$ cat src/rtl/seg7_pkg.sv
// rtl/seg7_pkg.sv - segment code constants and sampler state encoding for seg7_scan_capture
package seg7_pkg;

  // Active-low segment patterns, bit order {a,b,c,d,e,f,g}
  localparam logic [6:0] SEG_0     = 7'b0000001;
  localparam logic [6:0] SEG_1     = 7'b1001111;
  localparam logic [6:0] SEG_2     = 7'b0010010;
  localparam logic [6:0] SEG_3     = 7'b0000110;
  localparam logic [6:0] SEG_4     = 7'b1001100;
  localparam logic [6:0] SEG_5     = 7'b0100100;
  localparam logic [6:0] SEG_6     = 7'b0100000;
  localparam logic [6:0] SEG_7     = 7'b0001111;
  localparam logic [6:0] SEG_8     = 7'b0000000;
  localparam logic [6:0] SEG_9     = 7'b0000100;
  localparam logic [6:0] SEG_BLANK = 7'b1111111;

  localparam logic [3:0] BCD_BLANK = 4'hF;

  typedef enum logic [1:0] {
    IDLE   = 2'd0,
    SETTLE = 2'd1,
    HOLD   = 2'd2
  } state_t;

endpackage

$ cat src/rtl/seg7_to_bcd.sv
// rtl/seg7_to_bcd.sv - combinational active-low 7-segment to BCD decoder
module seg7_to_bcd
  import seg7_pkg::*;
(
  input  logic [6:0] seg,
  output logic [3:0] bcd,
  output logic       blank,
  output logic       err
);

  always_comb begin
    bcd   = 4'h0;
    blank = 1'b0;
    err   = 1'b0;
    case (seg)
      SEG_0:     bcd = 4'd0;
      SEG_1:     bcd = 4'd1;
      SEG_2:     bcd = 4'd2;
      SEG_3:     bcd = 4'd3;
      SEG_4:     bcd = 4'd4;
      SEG_5:     bcd = 4'd5;
      SEG_6:     bcd = 4'd6;
      SEG_7:     bcd = 4'd7;
      SEG_8:     bcd = 4'd8;
      SEG_9:     bcd = 4'd9;
      SEG_BLANK: begin
        bcd   = BCD_BLANK;
        blank = 1'b1;
      end
      default:   err = 1'b1;
    endcase
  end

endmodule

$ cat src/rtl/seg7_scan_capture.sv
// rtl/seg7_scan_capture.sv - recovers BCD frames from a scanned 7-segment bus
// Define SEG_ACTIVE_HIGH_EN for an active-high (common-cathode) seg/an bus.
module seg7_scan_capture
  import seg7_pkg::*;
#(
  parameter int NUM_DIGITS    = 4,
  parameter int STABLE_CYCLES = 8
) (
  input  logic                    clk,
  input  logic                    rst_n,
  input  logic [6:0]              seg,
  input  logic [NUM_DIGITS-1:0]   an,
  input  logic                    frame_ready,
  output logic                    frame_valid,
  output logic [4*NUM_DIGITS-1:0] frame_bcd,
  output logic [NUM_DIGITS-1:0]   frame_blank,
  output logic [NUM_DIGITS-1:0]   frame_err,
  output logic                    overrun
);

  localparam int                    CW       = $clog2(STABLE_CYCLES + 1);
  localparam logic [CW-1:0]         CNT_ONE  = CW'(1);
  localparam logic [CW-1:0]         CNT_LAST = CW'(STABLE_CYCLES - 1);
  localparam logic [NUM_DIGITS-1:0] DIG_ONE  = NUM_DIGITS'(1);

  logic [6:0]            seg_s1, seg_s2, seg_l;
  logic [NUM_DIGITS-1:0] an_s1, an_s2, an_l, sel;
  logic [NUM_DIGITS+6:0] pair, prev_pair;
  logic                  onehot;

  always_ff @(posedge clk or negedge rst_n) begin
    if (!rst_n) begin
      seg_s1    <= '1;
      seg_s2    <= '1;
      an_s1     <= '1;
      an_s2     <= '1;
      prev_pair <= '1;
    end else begin
      seg_s1    <= seg;
      seg_s2    <= seg_s1;
      an_s1     <= an;
      an_s2     <= an_s1;
      prev_pair <= pair;
    end
  end

`ifdef SEG_ACTIVE_HIGH_EN
  assign seg_l = ~seg_s2;
  assign an_l  = ~an_s2;
`else
  assign seg_l = seg_s2;
  assign an_l  = an_s2;
`endif

  assign pair   = {an_l, seg_l};
  assign sel    = ~an_l;
  assign onehot = (sel != '0) && ((sel & (sel - DIG_ONE)) == '0);

  logic [3:0] dec_bcd;
  logic       dec_blank, dec_err;

  seg7_to_bcd u_dec (
    .seg   (seg_l),
    .bcd   (dec_bcd),
    .blank (dec_blank),
    .err   (dec_err)
  );

  state_t        state_q, state_d;
  logic [CW-1:0] cnt_q, cnt_d;
  logic          capture;

  always_ff @(posedge clk or negedge rst_n) begin
    if (!rst_n) begin
      state_q <= IDLE;
      cnt_q   <= '0;
    end else begin
      state_q <= state_d;
      cnt_q   <= cnt_d;
    end
  end

  // Any change of the sampled pair restarts the run, so ghosting never captures.
  always_comb begin
    state_d = state_q;
    cnt_d   = cnt_q;
    capture = 1'b0;
    case (state_q)
      IDLE: begin
        cnt_d = '0;
        if (onehot) begin
          state_d = SETTLE;
          cnt_d   = CNT_ONE;
        end
      end
      SETTLE, HOLD: begin
        if (pair != prev_pair) begin
          state_d = onehot ? SETTLE : IDLE;
          cnt_d   = onehot ? CNT_ONE : '0;
        end else if (state_q == SETTLE) begin
          if (cnt_q == CNT_LAST) begin
            capture = 1'b1;
            state_d = HOLD;
          end
          cnt_d = cnt_q + CNT_ONE;
        end
      end
      default: begin
        state_d = IDLE;
        cnt_d   = '0;
      end
    endcase
  end

  logic [4*NUM_DIGITS-1:0] dig_bcd, bcd_nxt;
  logic [NUM_DIGITS-1:0]   dig_blank, blank_nxt, dig_err, err_nxt, seen, seen_nxt;
  logic                    complete;

  always_comb begin
    bcd_nxt   = dig_bcd;
    blank_nxt = dig_blank;
    err_nxt   = dig_err;
    seen_nxt  = seen;
    for (int i = 0; i < NUM_DIGITS; i++) begin
      if (capture && sel[i]) begin
        bcd_nxt[4*i +: 4] = dec_bcd;
        blank_nxt[i]      = dec_blank;
        err_nxt[i]        = dec_err;
        seen_nxt[i]       = 1'b1;
      end
    end
    complete = capture && (&seen_nxt);
  end

  always_ff @(posedge clk or negedge rst_n) begin
    if (!rst_n) begin
      dig_bcd   <= '0;
      dig_blank <= '0;
      dig_err   <= '0;
      seen      <= '0;
    end else begin
      dig_bcd   <= bcd_nxt;
      dig_blank <= blank_nxt;
      dig_err   <= err_nxt;
      seen      <= complete ? '0 : seen_nxt;
    end
  end

  // A frame completing against a stalled consumer is dropped, not queued.
  always_ff @(posedge clk or negedge rst_n) begin
    if (!rst_n) begin
      frame_valid <= 1'b0;
      frame_bcd   <= '0;
      frame_blank <= '0;
      frame_err   <= '0;
      overrun     <= 1'b0;
    end else begin
      overrun <= 1'b0;
      if (complete) begin
        if (frame_valid && !frame_ready) begin
          overrun <= 1'b1;
        end else begin
          frame_valid <= 1'b1;
          frame_bcd   <= bcd_nxt;
          frame_blank <= blank_nxt;
          frame_err   <= err_nxt;
        end
      end else if (frame_valid && frame_ready) begin
        frame_valid <= 1'b0;
      end
    end
  end

endmodule

$ cat config.mk
export PLATFORM = sky130hd
export DESIGN_NAME = seg7_scan_capture
export DESIGN_NICKNAME = d
export VERILOG_FILES = /design/src/rtl/seg7_pkg.sv /design/src/rtl/seg7_to_bcd.sv /design/src/rtl/seg7_scan_capture.sv
export SDC_FILE = /design/constraint.sdc
export NUM_CORES = 1
export LEC_CHECK = 0
export CORE_ASPECT_RATIO = 0.75
export CORE_MARGIN = 10
export CORE_UTILIZATION = 55
export CTS_CLUSTER_DIAMETER = 30
export CTS_CLUSTER_SIZE = 30
export DETAILED_ROUTE_END_ITERATION = 7
export PLACE_DENSITY_LB_ADDON = 0.3
export SYNTH_ARGS = -nofsm -noshare
export SYNTH_HDL_FRONTEND = slang
export SYNTH_HIERARCHICAL = 1
export SYNTH_SLANG_ARGS = --single-unit
$ cat constraint.sdc
create_clock -name clk -period 6 [get_ports clk]
set_input_delay 1.2 -clock clk [delete_from_list [all_inputs] [get_ports clk]]
set_output_delay 1.2 -clock clk [all_outputs]
set_load 0.03 [all_outputs]
==> notes.md, run 1 <==
impl run done, here's what came out: DRC viols 0, DR WL/cell 15.4 µm, Post-synth EDFFs 0, Rel. slew slack 48.0%, Commonest flop dfrtp_1, final tally of hold violations 0, peak supply drop about 150 µV, Synth Cell Area 3920 µm², top cells by area dfrtp_1, dfstp_2, mux2_2, mux2i_1, xor2_1, row count 26, Die W 117 µm, R2R Path Start seg_l[5]$_DFF_PN1_, Max Cap Viol 0, Syn Nets 315, period utilisation layout 44.1%, DRT Wirelength 6800 µm, Overflow after GRT 0, number of global-route vias before repair around 2400, Die H 93.1 µm, Gate Count Post-Synth slightly below 300, final non-filler cell total 442, cts bufs inserted 9, top cells by count, synth dfrtp_1, dfstp_2, mux2_2, inv_1, nor2_1, PostCTS Resize Cnt 0, Yosys chip area about 4000 µm², pre-CTS WS slightly above 3000 ps, worst hold path class reg2reg, Avg Cell Area, Syn 13.2 µm², Worst-Skew Late Latency approximately 370 ps, most common cell in the synthesized netlist dfrtp_1, tool warnings 28, Fmax 0.378 GHz, dpl cells approximately 430, status completed, Reg clk slew, reported paths roughly 90 ps, Setup crit start seg_l[5]$_DFF_PN1_, Synth Register Bits 93, first-pass GRT wire length 11500 µm, final core occ 66.9%, CTS root buf clkbuf_8, layout cells sized above 1 25.0%, core area roughly 6900 µm², Leak about 2.1 nW, Worst-Margin Slew 772 ps, port bufs 39, Layout area overhead 17.2%, cell taking the most area after synthesis dfrtp_1, initial antenna violation count 0, Ant. Diodes 0, CP required 6260 ps, H-tree depth 3, Via Count 2363, top area contributor share 38.3%, Total GRT Usage 12.7%, io pins 40, Seq/Total Area, Yosys 60.5%, Worst setup EP type flop, critical path launch point type flop, CTS tree yes, WHS 355 ps, Via-to-Cell Ratio 5.35, yosys warning tally 6, setup TNS 0 ps, RSZ-0062 raised after global routing no, Pre-antenna DRT Iters 4, largest net degree at the start of global routing 60, DR iter-0 viols approximately 140, Clock Path Buffers 2, ys cells 297, Routed Antenna Nets 0, clock sinks between 90 and 100, fin nets about 360, WP data arrival 2910 ps, asr flop ratio synth 100%, Hold Startpoint an_s1[2]$_DFF_PN1_, kind of critical path reg2reg, post-layout min period 2650 ps, Unique cell types 51, Placer Congestion between 0.8 and 0.9, chip footprint 10900 µm², cts hold-fix bufs 0, setup ws final 3350 ps, max-slew violations 0, # setup viols final 0, FP Util 57.1%, Max Fanout on Critical Path 24, PwrDens 263 nW/µm², post-DP HPWL 4810 µm, Worst Skew 8.76 ps, Post-CTS Setup Bufs 0
run 1: sequential cells by signal, indices dropped and copies added, names as in the netlist:
signal,flops
state_q,2
overrun,1
dig_blank,4
frame_blank,4
seen,4
cnt_q,4
an_l,4
frame_valid,1
frame_bcd,16
frame_err,4
seg_s1,7
seg_l,7
an_s1,4
dig_bcd,16
prev_pair,11
dig_err,4
run 1: logic make-up (layout without fill, tap and decap cells):
group           Yosys count  after routing  synth area share (%)
simple gates             75             75                  12.3
xor+xnor                 13             13                  2.91
compound gates           39             39                  7.15
fa+ha+maj                 4              4                  1.28
mux                      45             45                  12.5
buf+inv                  28             75                  3.45
flops                    93             93                  60.5
run 1: through the flow:
| step | area (µm²) | total power [mW] |
|---|---|---|
| floorplan | 3920 | 0.751 |
| global placement | 4380 | 0.783 |
| detailed placement | 4380 | 0.786 |
| CTS | 4590 | 1.22 |
| global route | 4590 | 1.26 |
| finish | 4590 | 1.21 |
run 1: cell usage in the layout (no fill, tap or decap), drive strengths merged, types with 4 or more instances in the layout:
master,netlist,routed
inv,18,22
xor2,12,12
a21oi,6,6
clkbuf,5,11
dfrtp,60,60
mux2,30,30
o21a,8,8
o21ai,4,4
mux2i,15,15
nor3,12,12
nand2,8,8
nor2b,4,4
o211ai,7,7
dfstp,33,33
clkdlybuf4s50,0,38
ha,4,4
and3,5,5
nor2,17,17
nand4,6,6
run 1: cell type report:
type | instances | area (µm²)
timing repair buffer | 41 | 403
tap | 98 | 123
inverter | 18 | 67.6
clock buffer | 11 | 174
fill | 512 | 2270
clock inverter | 5 | 42.5
sequential | 93 | 2370
multi-input combinational | 176 | 1410
run 1: critical path, cell delays in order, from the launching register on:
cell,delay [ps]
dfstp_2,650
xor2_1,130
nor4_4,460
nand4_2,260
nor4b_4,300
buf_4,350
mux2_2,380
run 1: final timing paths:
kind / endpoint / slack, ps / cells past startpoint
max: frame_bcd[15]$_DFFE_PN0P_ / 3350 / 6
min: an_l[2]$_DFF_PN1_ / 360 / 0
max reg2reg: frame_bcd[15]$_DFFE_PN0P_ / 3350 / 6
min reg2reg: an_l[2]$_DFF_PN1_ / 360 / 0
max in group asynchronous: cnt_q[2]$_DFFE_PN0P_ / 4200 / 2
min in group asynchronous: dig_bcd[8]$_DFF_PN0_ / 760 / 1
run 1: routing by layer:
layer  vias to the layer above  wire (µm)  track usage [%]
met4                         0         98             4.72
met1                      1159       3170             16.1
met5                         -          0                0
li1                       1138          -                -
met3                        10        484             4.98
met2                        56       3050             19.3
run 1: power breakdown:
group | internal [mW] | switching, mW | total, mW
registers | 0.652 | 0.0175 | 0.670
clock network | 0.207 | 0.225 | 0.432
logic | 0.0451 | 0.0599 | 0.105
**Run 1: signal wires on met1**

Scale bar: 20 µm. Supply wires on this layer in grey.
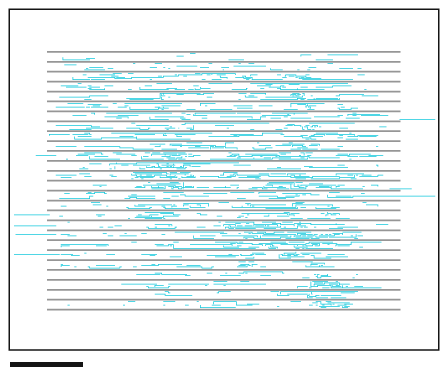
- main direction: horizontal
- share of all routed wire: 47%
- nets with wire on the layer: 322
- wire length on this layer: 3170 µm
- longest straight run: 28.1 µm

**Run 1: M2 wires**

Cells faint in the background.
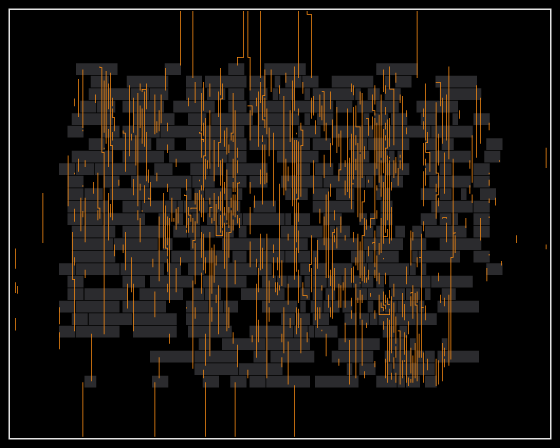
- wire length on this layer: 3050 µm
- nets with wire on the layer: 306

**Run 1: the metal 3 layer**

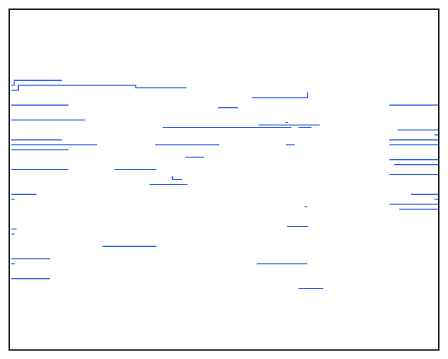
- longest straight run: 35.0 µm
- share of all routed wire: 7.1%
- wire length on this layer: 484 µm
- nets with wire on the layer: 36
- main direction: horizontal

==> run 2, diff against run 1 <==
--- a/config.mk
+++ b/config.mk
@@ -7,7 +7,7 @@
 export LEC_CHECK = 0
 export CORE_ASPECT_RATIO = 0.75
 export CORE_MARGIN = 10
-export CORE_UTILIZATION = 55
+export CORE_UTILIZATION = 51
 export CTS_CLUSTER_DIAMETER = 30
 export CTS_CLUSTER_SIZE = 30
 export DETAILED_ROUTE_END_ITERATION = 7
==> constraint.sdc (replaced) <==
create_clock -name clk -period 2.13 [get_ports clk]
set_input_delay 0.426 -clock clk [delete_from_list [all_inputs] [get_ports clk]]
set_output_delay 0.426 -clock clk [all_outputs]
set_load 0.03 [all_outputs]
**Run 2: signal wires on met1**

Scale bar: 20 µm. Supply wires on this layer in grey.
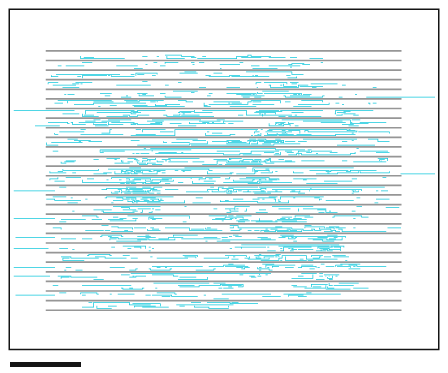
- longest straight run: 39.6 µm
- wire length on this layer: 4010 µm
- main direction: horizontal
- share of all routed wire: 49%

==> notes.md, run 2 <==
impl run done, here's what came out: status finished, violations left (was completed), failing checks setup timing, GRT met2 Usage 21.8% (was 19.3%), Total GRT Usage 14.4% (was 12.7%), Crit-path slowest cell dfstp_2 (unchanged), Syn Nets 315 (unchanged), ys cells 297 (unchanged), WP data arrival 2450 ps (was 2910 ps), Synth Register Bits 93 (unchanged), worst hold path class reg2reg (unchanged), Placer Congestion 0.875 (was 0.846), Unique cell types 51 (unchanged), core area 7400 µm² (was 6860 µm²), DR WL/cell 16.6 µm (was 15.4 µm), post-layout min period 2200 ps (was 2650 ps), critical path launch point type flop (unchanged), Max Cap Viol 0 (unchanged), Worst Skew 10.6 ps (was 8.76 ps), initial antenna violation count 0 (unchanged), Synth Cell Area 3920 µm² (unchanged), Top Registers dig_bcd: 16 flops, frame_bcd: 16 flops, prev_pair: 11 flops (unchanged), io pins 40 (unchanged), layout cells sized above 1 38.9% (was 25.0%), Worst setup EP type flop (unchanged), Die W 121 µm (was 117 µm), Die H 95.9 µm (was 93.1 µm), Max Fanout on Critical Path 7 (was 24), chip footprint 11600 µm² (was 10900 µm²), post-DP HPWL 5580 µm (was 4810 µm), final non-filler cell total 494 (was 442), DRC viols 0 (unchanged), Critical Path, Cell by Cell xor2_2 -> nor4_4 -> buf_4 -> nand4_4 -> nor4b_4 -> buf_6 -> buf_12 -> mux2_4 (was xor2_1 -> nor4_4 -> nand4_2 -> nor4b_4 -> buf_4 -> mux2_2), RSZ-0062 raised after global routing yes (was no), Via Count 2571 (was 2363), PwrDens 689 nW/µm² (was 263 nW/µm²), Reg clk slew, reported paths 100 ps (was 90 ps), Gate Count Post-Synth 297 (unchanged), port bufs 39 (unchanged), max-slew violations 0 (unchanged), Pre-antenna DRT Iters 4 (unchanged), CP required 2380 ps (was 6260 ps), Gate Area 1590 µm² (was 1410 µm²), first-pass GRT wire length 13300 µm (was 11500 µm), worst reg2reg path depth 8 (was 6), clock sinks 93 (unchanged), Rel. slew slack 70.3% (was 48.0%), DR iter-0 viols 129 (was 136), area post-placement 4680 µm² (was 4380 µm²), period utilisation layout 103% (was 44.1%), Via-to-Cell Ratio 5.20 (was 5.35), dpl cells 466 (was 426), setup TNS -800 ps (was 0 ps), Layout area overhead 33.7% (was 17.2%), DRT Wirelength 8190 µm (was 6800 µm), WHS Path Cells 0 (unchanged), kind of critical path reg2reg (unchanged), fin nets 406 (was 357), GRT met3 Usage 4.62% (was 4.98%), number of global-route vias before repair 2629 (was 2374), top logic cells by instance count in the layout dfrtp_1, clkdlybuf4s50_1, buf_4, dfstp_2, mux2_4 (was dfrtp_1, clkdlybuf4s50_1, dfstp_2, mux2_2, inv_1), R2R Path Start an_l[2]$_DFF_PN1_ (was seg_l[5]$_DFF_PN1_), final core occ 70.8% (was 66.9%), Overflow after GRT 0 (unchanged), cts bufs inserted 9 (unchanged), yosys warning tally 6 (unchanged), most common logic cell in the routed design dfrtp_1 (unchanged), tool warnings 31 (was 28), Yosys chip area 3920 µm² (unchanged), final tally of hold violations 0 (unchanged), H-tree depth 3 (unchanged), cell taking the most area after synthesis dfrtp_1 (unchanged), Worst-Margin Slew 445 ps (was 772 ps), Ant. Diodes 0 (unchanged), Worst-Skew Late Latency 370 ps (about the same), Routed Antenna Nets 0 (unchanged), most common cell in the synthesized netlist dfrtp_1 (unchanged), CTS root buf clkbuf_8 (unchanged), setup ws final -73.7 ps (was 3350 ps), row count 27 (was 26), Seq/Total Area, Yosys 60.5% (unchanged), Commonest flop dfrtp_1 (unchanged), asr flop ratio synth 100% (unchanged), top cells by count, synth dfrtp_1, dfstp_2, mux2_2, inv_1, nor2_1 (unchanged), Avg Cell Area, Syn 13.2 µm² (unchanged), CTS tree yes (unchanged), worst r2r dst frame_blank[3]$_DFFE_PN0P_ (was frame_bcd[15]$_DFFE_PN0P_), top area contributor share 38.3% (unchanged), FP Util 53.0% (was 57.1%), Post-synth EDFFs 0 (unchanged), register area 2370 µm² (unchanged), GR Util met1 19.2% (was 16.1%), top cells by area dfrtp_1, dfstp_2, mux2_2, mux2i_1, xor2_1 (unchanged), # setup viols final 15 (was 0), Hold Startpoint seg_s1[1]$_DFF_PN1_ (was an_s1[2]$_DFF_PN1_), largest net degree at the start of global routing 30 (was 60), R2R Setup Slk -70 ps (was 3350 ps), Fmax 0.454 GHz (was 0.378 GHz), Leak 2.42 nW (was 2.12 nW), WHS Endpoint seg_l[1]$_DFF_PN1_ (was an_l[2]$_DFF_PN1_), Fillers 519 (was 512), pre-CTS WS -115 ps (was 3080 ps), Clock Path Buffers 2 (unchanged), gr busiest metal met2 (unchanged), CP max stage delay 570 ps (was 650 ps), peak supply drop 539 µV (was 147 µV), design area 5240 µm² (was 4590 µm²)
==> run 2: how the worst max path moves through the flow <==
| stage | startpoint | to | depth (start not counted) | slack, ps |
|---|---|---|---|---|
| 2_1_floorplan | seg_l[6]$_DFF_PN1_ | frame_bcd[15]$_DFFE_PN0P_ | 6 | -190 |
| 3_3_place_gp | an_l[3]$_DFF_PN1_ | frame_bcd[13]$_DFFE_PN0P_ | 6 | -80 |
| 3_5_place_dp | an_l[3]$_DFF_PN1_ | frame_bcd[14]$_DFFE_PN0P_ | 6 | -110 |
| 4_1_cts | seg_l[2]$_DFF_PN1_ | frame_blank[2]$_DFFE_PN0P_ | 7 | -60 |
| 5_1_grt | an_l[2]$_DFF_PN1_ | frame_bcd[0]$_DFFE_PN0P_ | 9 | -170 |
| 6_report | an_l[2]$_DFF_PN1_ | frame_blank[3]$_DFFE_PN0P_ | 8 | -70 |
==> run 2: through the flow <==
step / total power, mW / hold WS [ps]
2_1_floorplan: 2.12 / 130
3_3_place_gp: 2.27 / 346
3_5_place_dp: 2.29 / 347
4_1_cts: 3.62 / 360
5_1_grt: 3.76 / 365
6_report: 3.61 / 361
==> run 2: area by class of cell <==
type                            count  share of cell area (%)
Sequential cell                    93                    45.2
Clock buffer                       10                    2.84
Multi-Input combinational cell    176                    30.3
Inverter                           18                    1.29
Clock inverter                      6                    1.65
Timing Repair Buffer               90                    16.3
Tap cell                          101                    2.41
==> run 2: cells by family (layout without fill, tap and decap cells) <==
| group | count (synthesis) | after routing | share of synthesized area, % |
|---|---|---|---|
| flops | 93 | 93 | 60.5 |
| xor+xnor | 13 | 13 | 2.91 |
| fa+ha+maj | 4 | 4 | 1.28 |
| buf+inv | 28 | 124 | 3.45 |
| mux | 45 | 45 | 12.5 |
| simple gates | 75 | 75 | 12.3 |
| compound gates | 39 | 39 | 7.15 |
==> run 2: critical path, delay by kind of cell, from the launching register on <==
kind | cells | cell delay [ps]
AND/OR/NAND/NOR | 3 | 620
flip-flops | 1 | 570
buffers and inverters | 3 | 490
multiplexers | 1 | 300
XOR/XNOR | 1 | 90
==> run 2: timing repair <==
item                                   CTS  global route
gates resized                           28            23
gates cloned                             1             0
endpoints found under the hold margin    7             0
setup endpoints to repair               30            39
hold buffers                             1             0
setup buffers                            9             2
pin swaps                                2             2
==> run 2: power breakdown <==
part	internal, mW	switching (mW)
Sequential	1.84	0.0323
Combinational	0.197	0.221
Clock	0.646	0.674
Total	2.68	0.928
==> run 2: per-layer routing <==
layer / up-vias / routed length, µm
li1: 1219 / -
met1: 1296 / 4010
met2: 42 / 3670
met3: 14 / 383
met4: 0 / 121
met5: - / 0
No activity file was given, so power comes from the tool's default toggle rates.
